**src/rtl/median_pkg.sv**
```systemverilog
// Shared widths, feeder state encoding and result-word packing for the median frame feeder.
package median_pkg;

  localparam int unsigned PIX_W        = 16;
  localparam int unsigned WORD_W       = 64;
  localparam int unsigned PIX_PER_WORD = 4;

  typedef enum logic [3:0] {
    S_IDLE,
    S_RD0,
    S_RD1,
    S_RD2,
    S_LAT,
    S_PRESENT,
    S_WAIT_GET,
    S_DRAIN,
    S_DONE
  } feed_state_e;

  // Pair "a" is the earlier done pulse and lands in the low half of the word.
  function automatic logic [WORD_W-1:0] pack_pairs(input logic [PIX_W-1:0] a_lo,
                                                   input logic [PIX_W-1:0] a_hi,
                                                   input logic [PIX_W-1:0] b_lo,
                                                   input logic [PIX_W-1:0] b_hi);
    return {b_hi, b_lo, a_hi, a_lo};
  endfunction

endpackage

```
**src/rtl/median_res_packer.sv**
```systemverilog
// Captures filtered pixel pairs, packs two pairs per result word, flushes an odd last pair.
module median_res_packer
  import median_pkg::*;
#(
  parameter int unsigned ADDR_W  = 12,
  parameter int unsigned EXP_CNT = 2
) (
  input  logic              clk_i,
  input  logic              rst_ni,
  input  logic              en_i,
  input  logic              clr_i,
  input  logic              done_i,
  input  logic [PIX_W-1:0]  lo_i,
  input  logic [PIX_W-1:0]  hi_i,
  output logic              res_we_o,
  output logic [ADDR_W-1:0] res_addr_o,
  output logic [WORD_W-1:0] res_wdata_o,
  output logic              all_done_o
);

  localparam int unsigned CW = $clog2(EXP_CNT + 1);
  localparam logic [CW-1:0] EXP_C = CW'(EXP_CNT);

  logic [CW-1:0]     cnt_q;
  logic              half_q;
  logic [PIX_W-1:0]  a_lo_q, a_hi_q;
  logic [ADDR_W-1:0] waddr_q;
  logic              we_q;
  logic [ADDR_W-1:0] addr_q;
  logic [WORD_W-1:0] wdata_q;
  logic              take, flush;

  always_comb begin
    take  = en_i && done_i && (cnt_q != EXP_C);
    flush = en_i && (cnt_q == EXP_C) && half_q;
  end

  always_ff @(posedge clk_i or negedge rst_ni) begin
    if (!rst_ni) begin
      cnt_q   <= '0;
      half_q  <= 1'b0;
      a_lo_q  <= '0;
      a_hi_q  <= '0;
      waddr_q <= '0;
      we_q    <= 1'b0;
      addr_q  <= '0;
      wdata_q <= '0;
    end else begin
      we_q <= 1'b0;
      if (clr_i) begin
        cnt_q   <= '0;
        half_q  <= 1'b0;
        waddr_q <= '0;
      end else if (take) begin
        cnt_q <= cnt_q + CW'(1);
        if (!half_q) begin
          a_lo_q <= lo_i;
          a_hi_q <= hi_i;
          half_q <= 1'b1;
        end else begin
          we_q    <= 1'b1;
          addr_q  <= waddr_q;
          wdata_q <= pack_pairs(a_lo_q, a_hi_q, lo_i, hi_i);
          waddr_q <= waddr_q + ADDR_W'(1);
          half_q  <= 1'b0;
        end
      end else if (flush) begin
        we_q    <= 1'b1;
        addr_q  <= waddr_q;
        wdata_q <= pack_pairs(a_lo_q, a_hi_q, '0, '0);
        waddr_q <= waddr_q + ADDR_W'(1);
        half_q  <= 1'b0;
      end
    end
  end

  assign res_we_o    = we_q;
  assign res_addr_o  = addr_q;
  assign res_wdata_o = wdata_q;
  assign all_done_o  = (cnt_q == EXP_C) && !half_q;

endmodule

```
**src/rtl/median_frame_feeder.sv**
```systemverilog
// Frame driver for the median core: fetches 3-row column groups, handshakes, collects results.
// Optional BORDER_REPLICATE_EN: process every row, clamping the rows above/below the image.
module median_frame_feeder
  import median_pkg::*;
#(
  parameter int unsigned IMG_W       = 64,
  parameter int unsigned IMG_H       = 64,
  parameter int unsigned ADDR_W      = 12,
  parameter int unsigned RES_PER_GRP = 2
) (
  input  logic              clk,
  input  logic              rst_n,
  input  logic              start,
  output logic              busy,
  output logic              frame_done,
  output logic [ADDR_W-1:0] src_addr,
  output logic              src_re,
  input  logic [WORD_W-1:0] src_rdata,
  output logic [WORD_W-1:0] four_pixel1,
  output logic [WORD_W-1:0] four_pixel2,
  output logic [WORD_W-1:0] four_pixel3,
  output logic              nxt_data_flag,
  input  logic              data_get_flag,
  input  logic              medfilt_done_flag,
  input  logic [PIX_W-1:0]  medfilt_data_out,
  input  logic [PIX_W-1:0]  medfilt_data_out2,
  output logic              res_we,
  output logic [ADDR_W-1:0] res_addr,
  output logic [WORD_W-1:0] res_wdata,
  output logic              proto_err
);

  localparam int unsigned WPR = IMG_W / PIX_PER_WORD;
`ifdef BORDER_REPLICATE_EN
  localparam int unsigned FIRST_ROW = 0;
  localparam int unsigned LAST_ROW  = IMG_H - 1;
`else
  localparam int unsigned FIRST_ROW = 1;
  localparam int unsigned LAST_ROW  = IMG_H - 2;
`endif
  localparam int unsigned GROUPS   = (LAST_ROW - FIRST_ROW + 1) * WPR;
  localparam int unsigned EXP_DONE = GROUPS * RES_PER_GRP;

  localparam logic [ADDR_W-1:0] WPR_A   = ADDR_W'(WPR);
  localparam logic [ADDR_W-1:0] FIRST_A = ADDR_W'(FIRST_ROW);
  localparam logic [ADDR_W-1:0] LAST_A  = ADDR_W'(LAST_ROW);
  localparam logic [ADDR_W-1:0] ONE_A   = ADDR_W'(1);

  function automatic logic [ADDR_W-1:0] word_addr(input logic [ADDR_W-1:0] r,
                                                  input logic [ADDR_W-1:0] c);
    return r * WPR_A + c;
  endfunction

  function automatic logic [ADDR_W-1:0] row_above(input logic [ADDR_W-1:0] r);
`ifdef BORDER_REPLICATE_EN
    return (r == '0) ? r : r - ONE_A;
`else
    return r - ONE_A;
`endif
  endfunction

  function automatic logic [ADDR_W-1:0] row_below(input logic [ADDR_W-1:0] r);
`ifdef BORDER_REPLICATE_EN
    return (r == LAST_A) ? r : r + ONE_A;
`else
    return r + ONE_A;
`endif
  endfunction

  feed_state_e       state_q;
  logic              busy_q, frame_done_q, nxt_q, src_re_q, proto_err_q;
  logic [ADDR_W-1:0] src_addr_q, row_q, col_q;
  logic [ADDR_W-1:0] row_d, col_d;
  logic              last_col, last_grp;
  logic [WORD_W-1:0] word0_q, word1_q, fp1_q, fp2_q, fp3_q;
  logic              pk_all_done;

  always_comb begin
    last_col = (col_q == WPR_A - ONE_A);
    last_grp = last_col && (row_q == LAST_A);
    col_d    = last_col ? '0 : col_q + ONE_A;
    row_d    = last_col ? row_q + ONE_A : row_q;
  end

  // Each read's data arrives the cycle after its RDx state; the third word is used
  // straight off src_rdata in LAT so the group can be presented on the next edge.
  always_ff @(posedge clk or negedge rst_n) begin
    if (!rst_n) begin
      state_q      <= S_IDLE;
      busy_q       <= 1'b0;
      frame_done_q <= 1'b0;
      nxt_q        <= 1'b0;
      src_re_q     <= 1'b0;
      proto_err_q  <= 1'b0;
      src_addr_q   <= '0;
      row_q        <= '0;
      col_q        <= '0;
      word0_q      <= '0;
      word1_q      <= '0;
      fp1_q        <= '0;
      fp2_q        <= '0;
      fp3_q        <= '0;
    end else begin
      nxt_q        <= 1'b0;
      frame_done_q <= 1'b0;
      if (start && state_q == S_IDLE) proto_err_q <= 1'b0;
      if (data_get_flag && state_q != S_WAIT_GET) proto_err_q <= 1'b1;
      case (state_q)
        S_IDLE: if (start) begin
          state_q    <= S_RD0;
          busy_q     <= 1'b1;
          row_q      <= FIRST_A;
          col_q      <= '0;
          src_re_q   <= 1'b1;
          src_addr_q <= word_addr(row_above(FIRST_A), '0);
        end
        S_RD0: begin
          state_q    <= S_RD1;
          src_addr_q <= word_addr(row_q, col_q);
        end
        S_RD1: begin
          state_q    <= S_RD2;
          src_addr_q <= word_addr(row_below(row_q), col_q);
          word0_q    <= src_rdata;
        end
        S_RD2: begin
          state_q  <= S_LAT;
          src_re_q <= 1'b0;
          word1_q  <= src_rdata;
        end
        S_LAT: begin
          state_q <= S_PRESENT;
          fp1_q   <= word0_q;
          fp2_q   <= word1_q;
          fp3_q   <= src_rdata;
          nxt_q   <= 1'b1;
        end
        S_PRESENT: state_q <= S_WAIT_GET;
        S_WAIT_GET: if (data_get_flag) begin
          if (last_grp) begin
            state_q <= S_DRAIN;
          end else begin
            state_q    <= S_RD0;
            row_q      <= row_d;
            col_q      <= col_d;
            src_re_q   <= 1'b1;
            src_addr_q <= word_addr(row_above(row_d), col_d);
          end
        end
        S_DRAIN: if (pk_all_done) begin
          state_q      <= S_DONE;
          frame_done_q <= 1'b1;
          busy_q       <= 1'b0;
          row_q        <= '0;
          col_q        <= '0;
        end
        S_DONE:  state_q <= S_IDLE;
        default: state_q <= S_IDLE;
      endcase
    end
  end

  median_res_packer #(
    .ADDR_W (ADDR_W),
    .EXP_CNT(EXP_DONE)
  ) u_packer (
    .clk_i      (clk),
    .rst_ni     (rst_n),
    .en_i       (busy_q),
    .clr_i      (state_q == S_DONE),
    .done_i     (medfilt_done_flag),
    .lo_i       (medfilt_data_out),
    .hi_i       (medfilt_data_out2),
    .res_we_o   (res_we),
    .res_addr_o (res_addr),
    .res_wdata_o(res_wdata),
    .all_done_o (pk_all_done)
  );

  assign busy          = busy_q;
  assign frame_done    = frame_done_q;
  assign src_addr      = src_addr_q;
  assign src_re        = src_re_q;
  assign four_pixel1   = fp1_q;
  assign four_pixel2   = fp2_q;
  assign four_pixel3   = fp3_q;
  assign nxt_data_flag = nxt_q;
  assign proto_err     = proto_err_q;

endmodule

```
**config.mk**
```make
export PLATFORM = sky130hd
export DESIGN_NAME = median_frame_feeder
export DESIGN_NICKNAME = d
export VERILOG_FILES = /design/src/rtl/median_pkg.sv /design/src/rtl/median_res_packer.sv /design/src/rtl/median_frame_feeder.sv
export SDC_FILE = /design/constraint.sdc
export NUM_CORES = 1
export LEC_CHECK = 0
export CAP_MARGIN = 30
export CORE_UTILIZATION = 52
export DETAILED_ROUTE_END_ITERATION = 8
export GPL_TIMING_DRIVEN = 0
export PLACE_DENSITY_LB_ADDON = 0.15
export SYNTH_ARGS = -nofsm -noshare
export SYNTH_HDL_FRONTEND = slang
export SYNTH_SLANG_ARGS = --single-unit
```
**constraint.sdc**
```tcl
create_clock -name clk -period 4.5 [get_ports clk]
set_clock_uncertainty 0.05 [all_clocks]
set_input_delay 1.35 -clock clk [delete_from_list [all_inputs] [get_ports clk]]
set_output_delay 1.35 -clock clk [all_outputs]
set_load 0.01 [all_outputs]
```
==> impl_metrics.tcl <==
# implementation run metrics
set metrics [dict create \
    status "finished clean" \
    largest_class "flip-flops and latches" \
    busiest_layer "met2" \
    fin_nets 2020 \
    clock_area_share_pct 6.64 \
    dieArea_um2 39900 \
    post_synth_ao_oa_area_fraction_pct 5.38 \
    fin_crit_sh_pct 92.1 \
    arrival_ns 4.53 \
    cp.buffers_inverters 1 \
    final_cells 2454 \
    synthesis.area_um2 20300 \
    end_kind "flop" \
    seqCellArea_um2 12500 \
    fp_nets 1579 \
    irDropWorstVdd_mv 0.326 \
    clkbuf_count 69 \
    fmax_mhz 241 \
    cts.sinks 498 \
    clk_pin_slew_ns 0.06 \
    timing.final.ws_setup_ns 0.354 \
    cts_made_buffers 51 \
    grt_first_pass_wirelength_um 76600 \
    netlist_logic_family_top "multiplexers" \
    ys_ff 498 \
    port_buffers 386 \
    adder_share_pct 1.49 \
    p_clk_mw 4.47 \
    grt.met1_usage_pct 31.9 \
    drt_pass1_iterations 6 \
    track_usage_pct 25.1 \
    flop_cell "dfrtp_1" \
    buffer_area_share_pct 16.1 \
    p_int_mw 7.27 \
    syn_to_final_growth_pct 31.5 \
    cts_tree "yes" \
    design.seq.count 498 \
    sh_comb_area_pct 28.0 \
    grt_pass1_vias 13700 \
    hold_slack_ns 0.447 \
    die_w_um 200 \
    cts_hold_buffers 0 \
    p_clk_share_pct 48.8 \
    top_power_group "registers" \
    p_sw_share_pct 20.7 \
    synth_cells 1455 \
    p_comb_share_pct 2.3 \
    place_inst 2363 \
    async_reset_ff_share_pct 100 \
    initial_core_util_pct 52.6 \
    tool_warnings 36 \
    synth_seq_share_pct 61.3 \
    dp_slack_ns -0.241 \
    fp.dieH_um 200 \
    synthTopCellsByCount "dfrtp_1, mux2_2, clkbuf_1" \
    wl_met2_um 23800 \
]
[final timing paths]
path,from,end,depth (start not counted)
worst max-delay path,col_q[6],src_addr[11],17
worst min-delay path,word0_q[63],four_pixel1[63],1
worst max register to register,col_q[6],src_addr[11],17
worst min register to register,word0_q[63],four_pixel1[63],1
max in group asynchronous,rst_n,word0_q[56],3
min in group asynchronous,rst_n,src_addr[5],1
[worst reg2reg max path: cells and delay by family (launching register included)]
kind            cells  cell delay, ns
fa+ha+maj           2            0.47
compound gates      7            1.28
buf+inv             1            0.23
simple gates        4            0.95
flops               1            0.47
xor+xnor            1            0.23
mux                 2            0.34
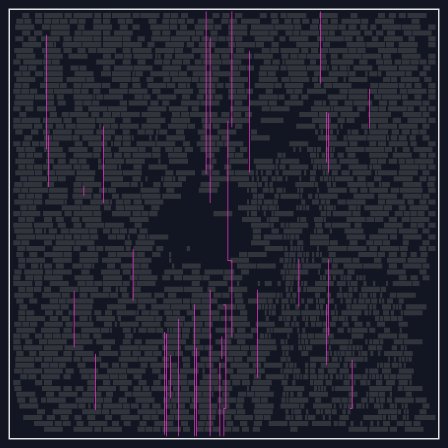
met4.png
nets with wire on the layer	22
main direction	vertical
wire length on this layer	1250 µm
vias after detailed routing: 13200
Routed WL: 49100 µm

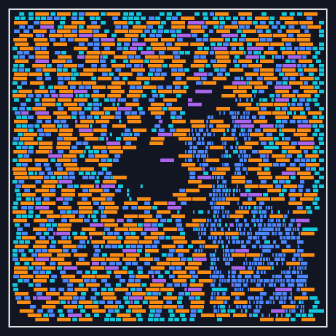
cell_classes.png
class	color	cells
other buffers and delay cells	cyan	468
clock drivers and dummy loads	purple	92
flip-flops	orange	498
all other logic	blue	877
post-route cell area: 26700 µm²
row cnt: 72
core area: 38600 µm²
Util after Layout: 69.2%
Seq area share: 46.6%

